Figure 1. Clock network drawn from the DEF.
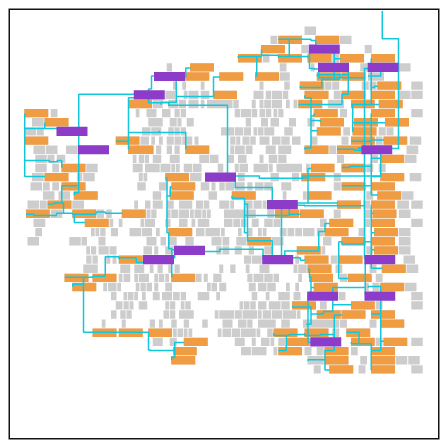
Figure 2. Drive-strength map.
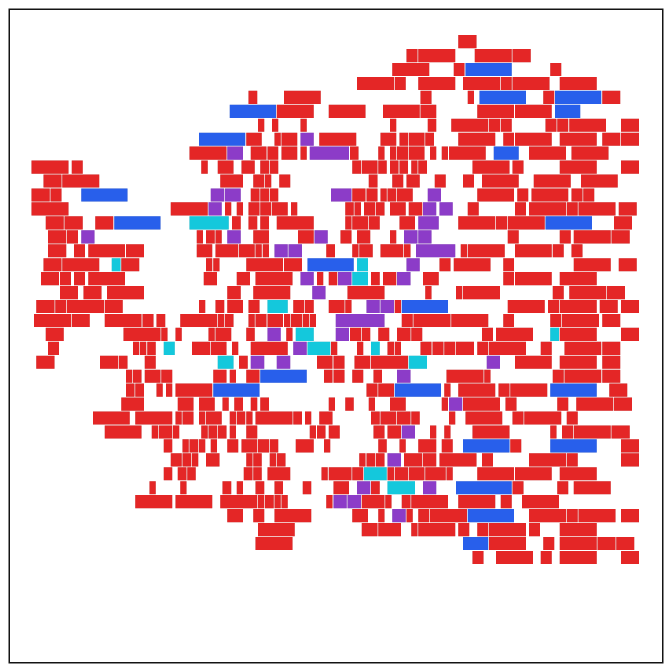
Figure 3. The metal 1 layer.
Supply wires on this layer in gray. Cells faint in the background.
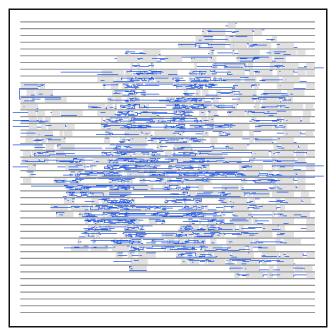
Figure 4. Placed cells, one color a class.
The bar under the picture is 50 um long.
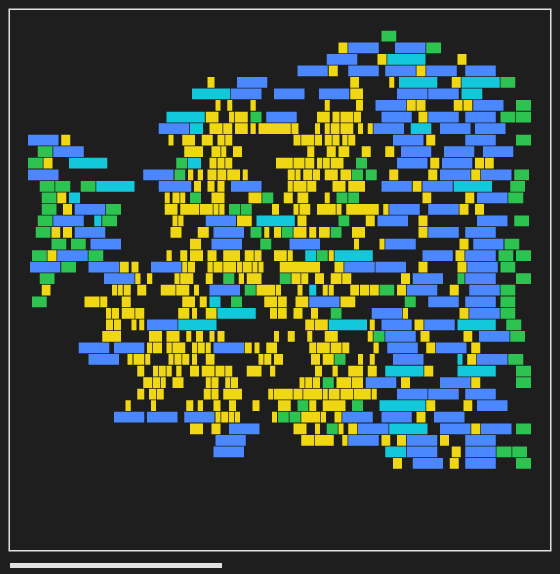
Figure 5. The clock network.
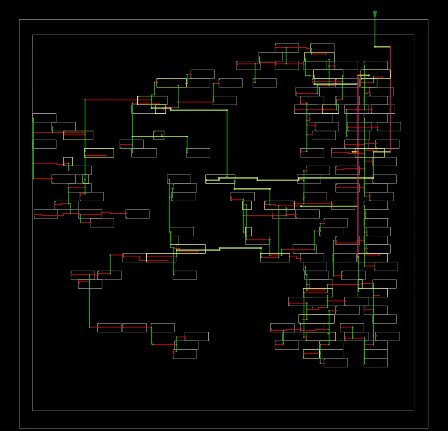
## src/rtl/window_seq_3x3.sv

```systemverilog
// window_seq_3x3: frame-level sequencer for the 3x3 window datapath.
//
// Sits between the pixel source and the line-buffer taps / 3x3 window register stage. Accepted
// pixels are forwarded into the line buffer. Each line gets one trailing pad pixel, so the
// buffer holds IMG_WIDTH+1 entries per line. After the last line and FLUSH_GAP idle cycles, one
// synthetic all-zero flush line pushes the bottom image row through the window centre.
// Window-aligned control (valid, centre coordinates, border flags) is computed when a shift
// happens and is delayed WIN_LAT cycles to line up with the downstream window registers.
//
// Ports:
//   clk              pixel clock
//   rst              synchronous reset, active-high
//   per_frame_vsync  frame sync; a rising edge starts (or restarts) a frame
//   per_frame_href   line valid; one pixel per cycle while high
//   per_img_y        pixel data
//   buf_clken        line-buffer shift enable (registered)
//   buf_shiftin      line-buffer shift data (registered)
//   win_vsync        per_frame_vsync delayed 1+WIN_LAT cycles
//   win_href         buf_clken delayed WIN_LAT cycles
//   win_valid        window centre lies inside the image
//   win_cx, win_cy   window centre column / row (0 when not valid)
//   win_top/bot/left/right  border flags (0 when not valid)
//   frame_done       one-cycle pulse when the flush line completes
//   line_err         one-cycle pulse on a protocol violation
module window_seq_3x3 #(
  parameter int unsigned DATA_WIDTH = 8,
  parameter int unsigned IMG_WIDTH  = 640,
  parameter int unsigned IMG_HEIGHT = 480,
  parameter int unsigned FLUSH_GAP  = 16,
  parameter int unsigned WIN_LAT    = 2
) (
  input  logic                          clk,
  input  logic                          rst,
  input  logic                          per_frame_vsync,
  input  logic                          per_frame_href,
  input  logic [DATA_WIDTH-1:0]         per_img_y,
  output logic                          buf_clken,
  output logic [DATA_WIDTH-1:0]         buf_shiftin,
  output logic                          win_vsync,
  output logic                          win_href,
  output logic                          win_valid,
  output logic [$clog2(IMG_WIDTH)-1:0]  win_cx,
  output logic [$clog2(IMG_HEIGHT)-1:0] win_cy,
  output logic                          win_top,
  output logic                          win_bot,
  output logic                          win_left,
  output logic                          win_right,
  output logic                          frame_done,
  output logic                          line_err
);

  localparam int unsigned CxW  = $clog2(IMG_WIDTH);
  localparam int unsigned CyW  = $clog2(IMG_HEIGHT);
  localparam int unsigned ColW = $clog2(IMG_WIDTH + 1);
  localparam int unsigned RowW = $clog2(IMG_HEIGHT + 1);
  localparam int unsigned GapW = (FLUSH_GAP > 1) ? $clog2(FLUSH_GAP) : 1;

  localparam logic [ColW-1:0] ColEnd = ColW'(IMG_WIDTH);
  localparam logic [RowW-1:0] RowEnd = RowW'(IMG_HEIGHT);
  localparam logic [GapW-1:0] GapEnd = GapW'(FLUSH_GAP - 1);
  localparam logic [CxW-1:0]  CxLast = CxW'(IMG_WIDTH - 1);
  localparam logic [CyW-1:0]  CyLast = CyW'(IMG_HEIGHT - 1);

  typedef enum logic [2:0] {
    StIdle,
    StLines,
    StGap,
    StFlush,
    StDone
  } state_e;

  // Window-aligned control word, carried down the WIN_LAT delay line.
  typedef struct packed {
    logic           href;
    logic           valid;
    logic [CxW-1:0] cx;
    logic [CyW-1:0] cy;
    logic           top;
    logic           bot;
    logic           left;
    logic           right;
  } win_t;

  state_e          state_q, state_d;
  logic [ColW-1:0] col_q, col_d;       // in_col during lines, shift index during flush
  logic [RowW-1:0] row_q, row_d;       // in_row
  logic [GapW-1:0] gap_q, gap_d;
  logic            act_q, act_d;       // current line has seen at least one href-high cycle
  logic            err_seen_q, err_seen_d;  // line_err already reported for this line

  logic                  clken_q, clken_d;
  logic [DATA_WIDTH-1:0] shiftin_q, shiftin_d;
  logic                  line_err_q, line_err_d;
  logic                  done_q, done_d;

  // Index 0 is aligned with buf_clken; index WIN_LAT drives the window outputs.
  win_t win_q [WIN_LAT+1];
  win_t win_d;
  // Index 0 doubles as the vsync edge detector.
  logic vs_q [WIN_LAT+1];
  logic vs_rise;

  // Shift index and source row of the pixel being shifted this cycle (0 when idle).
  logic [ColW-1:0] idx;
  logic [RowW-1:0] wrow;

  assign vs_rise = per_frame_vsync & ~vs_q[0];

  always_comb begin
    state_d    = state_q;
    col_d      = col_q;
    row_d      = row_q;
    gap_d      = gap_q;
    act_d      = act_q;
    err_seen_d = err_seen_q;
    clken_d    = 1'b0;
    shiftin_d  = '0;
    line_err_d = 1'b0;
    done_d     = 1'b0;
    idx        = '0;
    wrow       = '0;

    if (vs_rise) begin
      // Start or abort: the edge cycle itself shifts nothing. A frame that just finished
      // still gets its frame_done pulse.
      state_d    = StLines;
      col_d      = '0;
      row_d      = '0;
      gap_d      = '0;
      act_d      = 1'b0;
      err_seen_d = 1'b0;
      done_d     = (state_q == StDone);
    end else begin
      unique case (state_q)
        StIdle: begin
        end

        StLines: begin
          if (per_frame_href) begin
            act_d = 1'b1;
            if (col_q != ColEnd) begin
              clken_d   = 1'b1;
              shiftin_d = per_img_y;
              idx       = col_q;
              wrow      = row_q;
              col_d     = col_q + ColW'(1);
            end else if (!err_seen_q) begin
              // Excess pixel: dropped, reported once per line.
              line_err_d = 1'b1;
              err_seen_d = 1'b1;
            end
          end else if (act_q) begin
            // Pad pixel closes the line; a short line is reported here.
            clken_d    = 1'b1;
            idx        = ColEnd;
            wrow       = row_q;
            line_err_d = (col_q != ColEnd);
            col_d      = '0;
            act_d      = 1'b0;
            err_seen_d = 1'b0;
            row_d      = row_q + RowW'(1);
            if (row_q + RowW'(1) == RowEnd) begin
              state_d = StGap;
              gap_d   = '0;
            end
          end
        end

        StGap: begin
          if (gap_q == GapEnd) begin
            state_d = StFlush;
            col_d   = '0;
          end else begin
            gap_d = gap_q + GapW'(1);
          end
        end

        StFlush: begin
          clken_d = 1'b1;
          idx     = col_q;
          // Flush line behaves as row IMG_HEIGHT, so its centre row is the last image row.
          wrow    = RowEnd;
          if (col_q == ColEnd) begin
            state_d = StDone;
            col_d   = '0;
          end else begin
            col_d = col_q + ColW'(1);
          end
        end

        StDone: begin
          done_d     = 1'b1;
          state_d    = StIdle;
          row_d      = '0;
          gap_d      = '0;
          err_seen_d = 1'b0;
        end

        default: begin
          state_d = StIdle;
        end
      endcase

      // href during gap or flush is ignored; one error per offending href burst.
      if (state_q == StGap || state_q == StFlush) begin
        if (per_frame_href) begin
          if (!err_seen_q) begin
            line_err_d = 1'b1;
            err_seen_d = 1'b1;
          end
        end else begin
          err_seen_d = 1'b0;
        end
      end
    end
  end

  // Window centre is one behind the shifted pixel in both directions.
  always_comb begin
    win_d       = '0;
    win_d.href  = clken_d;
    win_d.valid = clken_d && (idx != '0) && (wrow != '0);
    if (win_d.valid) begin
      win_d.cx    = CxW'(idx - ColW'(1));
      win_d.cy    = CyW'(wrow - RowW'(1));
      win_d.top   = (win_d.cy == '0);
      win_d.bot   = (win_d.cy == CyLast);
      win_d.left  = (win_d.cx == '0);
      win_d.right = (win_d.cx == CxLast);
    end
  end

  always_ff @(posedge clk) begin
    if (rst) begin
      state_q    <= StIdle;
      col_q      <= '0;
      row_q      <= '0;
      gap_q      <= '0;
      act_q      <= 1'b0;
      err_seen_q <= 1'b0;
      clken_q    <= 1'b0;
      shiftin_q  <= '0;
      line_err_q <= 1'b0;
      done_q     <= 1'b0;
      for (int i = 0; i <= int'(WIN_LAT); i++) begin
        win_q[i] <= '0;
        vs_q[i]  <= 1'b0;
      end
    end else begin
      state_q    <= state_d;
      col_q      <= col_d;
      row_q      <= row_d;
      gap_q      <= gap_d;
      act_q      <= act_d;
      err_seen_q <= err_seen_d;
      clken_q    <= clken_d;
      shiftin_q  <= shiftin_d;
      line_err_q <= line_err_d;
      done_q     <= done_d;
      win_q[0]   <= win_d;
      vs_q[0]    <= per_frame_vsync;
      for (int i = 1; i <= int'(WIN_LAT); i++) begin
        win_q[i] <= win_q[i-1];
        vs_q[i]  <= vs_q[i-1];
      end
    end
  end

  assign buf_clken   = clken_q;
  assign buf_shiftin = shiftin_q;
  assign line_err    = line_err_q;
  assign frame_done  = done_q;
  assign win_vsync   = vs_q[WIN_LAT];
  assign win_href    = win_q[WIN_LAT].href;
  assign win_valid   = win_q[WIN_LAT].valid;
  assign win_cx      = win_q[WIN_LAT].cx;
  assign win_cy      = win_q[WIN_LAT].cy;
  assign win_top     = win_q[WIN_LAT].top;
  assign win_bot     = win_q[WIN_LAT].bot;
  assign win_left    = win_q[WIN_LAT].left;
  assign win_right   = win_q[WIN_LAT].right;

endmodule

```

## config.mk

```make
export PLATFORM = sky130hd
export DESIGN_NAME = window_seq_3x3
export DESIGN_NICKNAME = d
export VERILOG_FILES = /design/src/rtl/window_seq_3x3.sv
export SDC_FILE = /design/constraint.sdc
export NUM_CORES = 1
export LEC_CHECK = 0
export CAP_MARGIN = 20
export CORE_MARGIN = 4
export CORE_UTILIZATION = 34
export DETAILED_ROUTE_END_ITERATION = 10
export PLACE_DENSITY = 0.63
export SYNTH_ARGS = -nofsm -noshare
export SYNTH_HDL_FRONTEND = slang
export SYNTH_SLANG_ARGS = --single-unit
```

## constraint.sdc

```tcl
create_clock -name clk -period 3.1 [get_ports clk]
set_input_delay 0.62 -clock clk [delete_from_list [all_inputs] [get_ports clk]]
set_output_delay 0.62 -clock clk [all_outputs]
set_load 0.05 [all_outputs]
```

==> flow_summary.toml <==
# synthesis and place-and-route metrics
[timing]
period_used_share = 0.9189
period_needed_ps = 2849
fmax_mhz = 351.1
timing.max_slew.rel_slack = 0.5327
hold_violations = 0

[power_and_ir_drop]
power_report.internal_total_mw = 2.701
power.share.sequential = 0.441
worst_ir_drop_vdd_mv = 0.3058
p_switching_mw = 0.7173
design_power_total_mw = 3.418

[global_route]
global_route.usage.met2 = 0.1828
globalRouteMet1Util = 0.1538
number_of_antenna_violations_at_the_first_check_in_global_routing = 0
groute.layer.met3.usage = 0.04599
grt_start_max_net_pins = 57

[drt]
drt-vias-per-instance = 4.792
route.vias.total = 3685
drc_errors = 0
total_wirelength_um = 9346
drtIter0Drc = 311
drt.antenna.violating_nets = 0
m1WireLength_um = 4444
top_layer_used = "met4"
detailroute.wirelength.met3_um = 724

[clock_network]
cts.htree.levels = 4
cts.path.max_buffers = 2
post_cts_buffers = 0
cts_repair_resize_count = 0
clk_root_buffer_cell = "sky130_fd_sc_hd__clkbuf_16"

[synth]
postSynthSeqShare = 0.4806
top_cells_by_area = "sky130_fd_sc_hd__dfxtp_1, sky130_fd_sc_hd__nor2b_1, sky130_fd_sc_hd__nor2_1"
post_synth_num_cell_types = 65
post_synth_tally_of_flip_flops_with_integrated_enable = 0
synthMostInstantiatedCell = "sky130_fd_sc_hd__dfxtp_1"
yosys_warnings = 0
simple_gate_share = 0.2812

[cells_and_area]
final_cell_mix = "sky130_fd_sc_hd__dfxtp_1, sky130_fd_sc_hd__nor2b_1, sky130_fd_sc_hd__nor2_1, sky130_fd_sc_hd__clkdlybuf4s50_1, sky130_fd_sc_hd__nand2_1"
multiInputGateArea_sq_um = 2208
fraction_of_layout_cells_with_a_size_suffix_above_1 = 0.1307
logic_gates = 355
comb_share = 0.3646
largest_register_ffs = 75
nClkBuffers = 21
largest_registers = "win_q: 75 flops, col_q: 10 flops, row_q: 9 flops"
number_of_sequential_cells = 116
final_cell_area_sq_um = 6057
n_all_buffers = 80
fillers = 1335
largest_register = "win_q"
post_layout_nonfiller_instances = 769

[flow_run]
openroad.warnings = 29

[critical_path]
critical_path_buffers_and_inverters = 3
max_stage_delay_ps = 480
critPathTopFamily = "AND-OR/OR-AND gates"
cp.required_ps = 3450
slowest_stage = "sky130_fd_sc_hd__clkdlybuf4s50_1"

[place]
post_dp_cell_area_sq_um = 5492
pre_cts_ws_ps = -202.5

[die]
i_o_pin_count = 49

[worst_hold_path]
hold_path.startpoint = "win_q[0][31]$_SDFF_PP0_"
worstHoldEndpoint = "win_q[0][56]$_SDFF_PP0_"
worst_hold_check_path_type = "reg -> reg"

[outcome]
run_status = "finished clean"
## Picture notes: Figure 1
[clock drivers] purple | count: 17
[flip-flops] orange | count: 116
[clock wires] cyan | length: 1400 um
flops lie: spread over the die
routed clock nets: 18
clock group total power: 1.78 mW
clk ins delay skew pair: 410 ps
clock network fraction of total power: 0.520
skew final: 12.58 ps

## Picture notes: Figure 2
[_0 and _1 cells] red | cells: 512
[_3 and _4 cells] purple | cells: 42
[_6 and larger] blue | cells: 21
[_2 cells] cyan | cells: 14

## Picture notes: Figure 3
longest straight run: 38.6 um
nets with wire on the layer: 534

## Picture notes: Figure 4
[other buffers and delay cells] green | cells: 80 | share of their area: 12%
[clock drivers and dummy loads] cyan | cells: 29 | share of their area: 9.4%
[flops] blue | cells: 116 | share of their area: 40%
[combinational and other logic] yellow | cells: 364 | share of their area: 38%

## Picture notes: Figure 5
sink count of the clock tree: 116
number of CTS-inserted buffers: 17

No activity file was given, so power comes from the tool's default toggle rates.
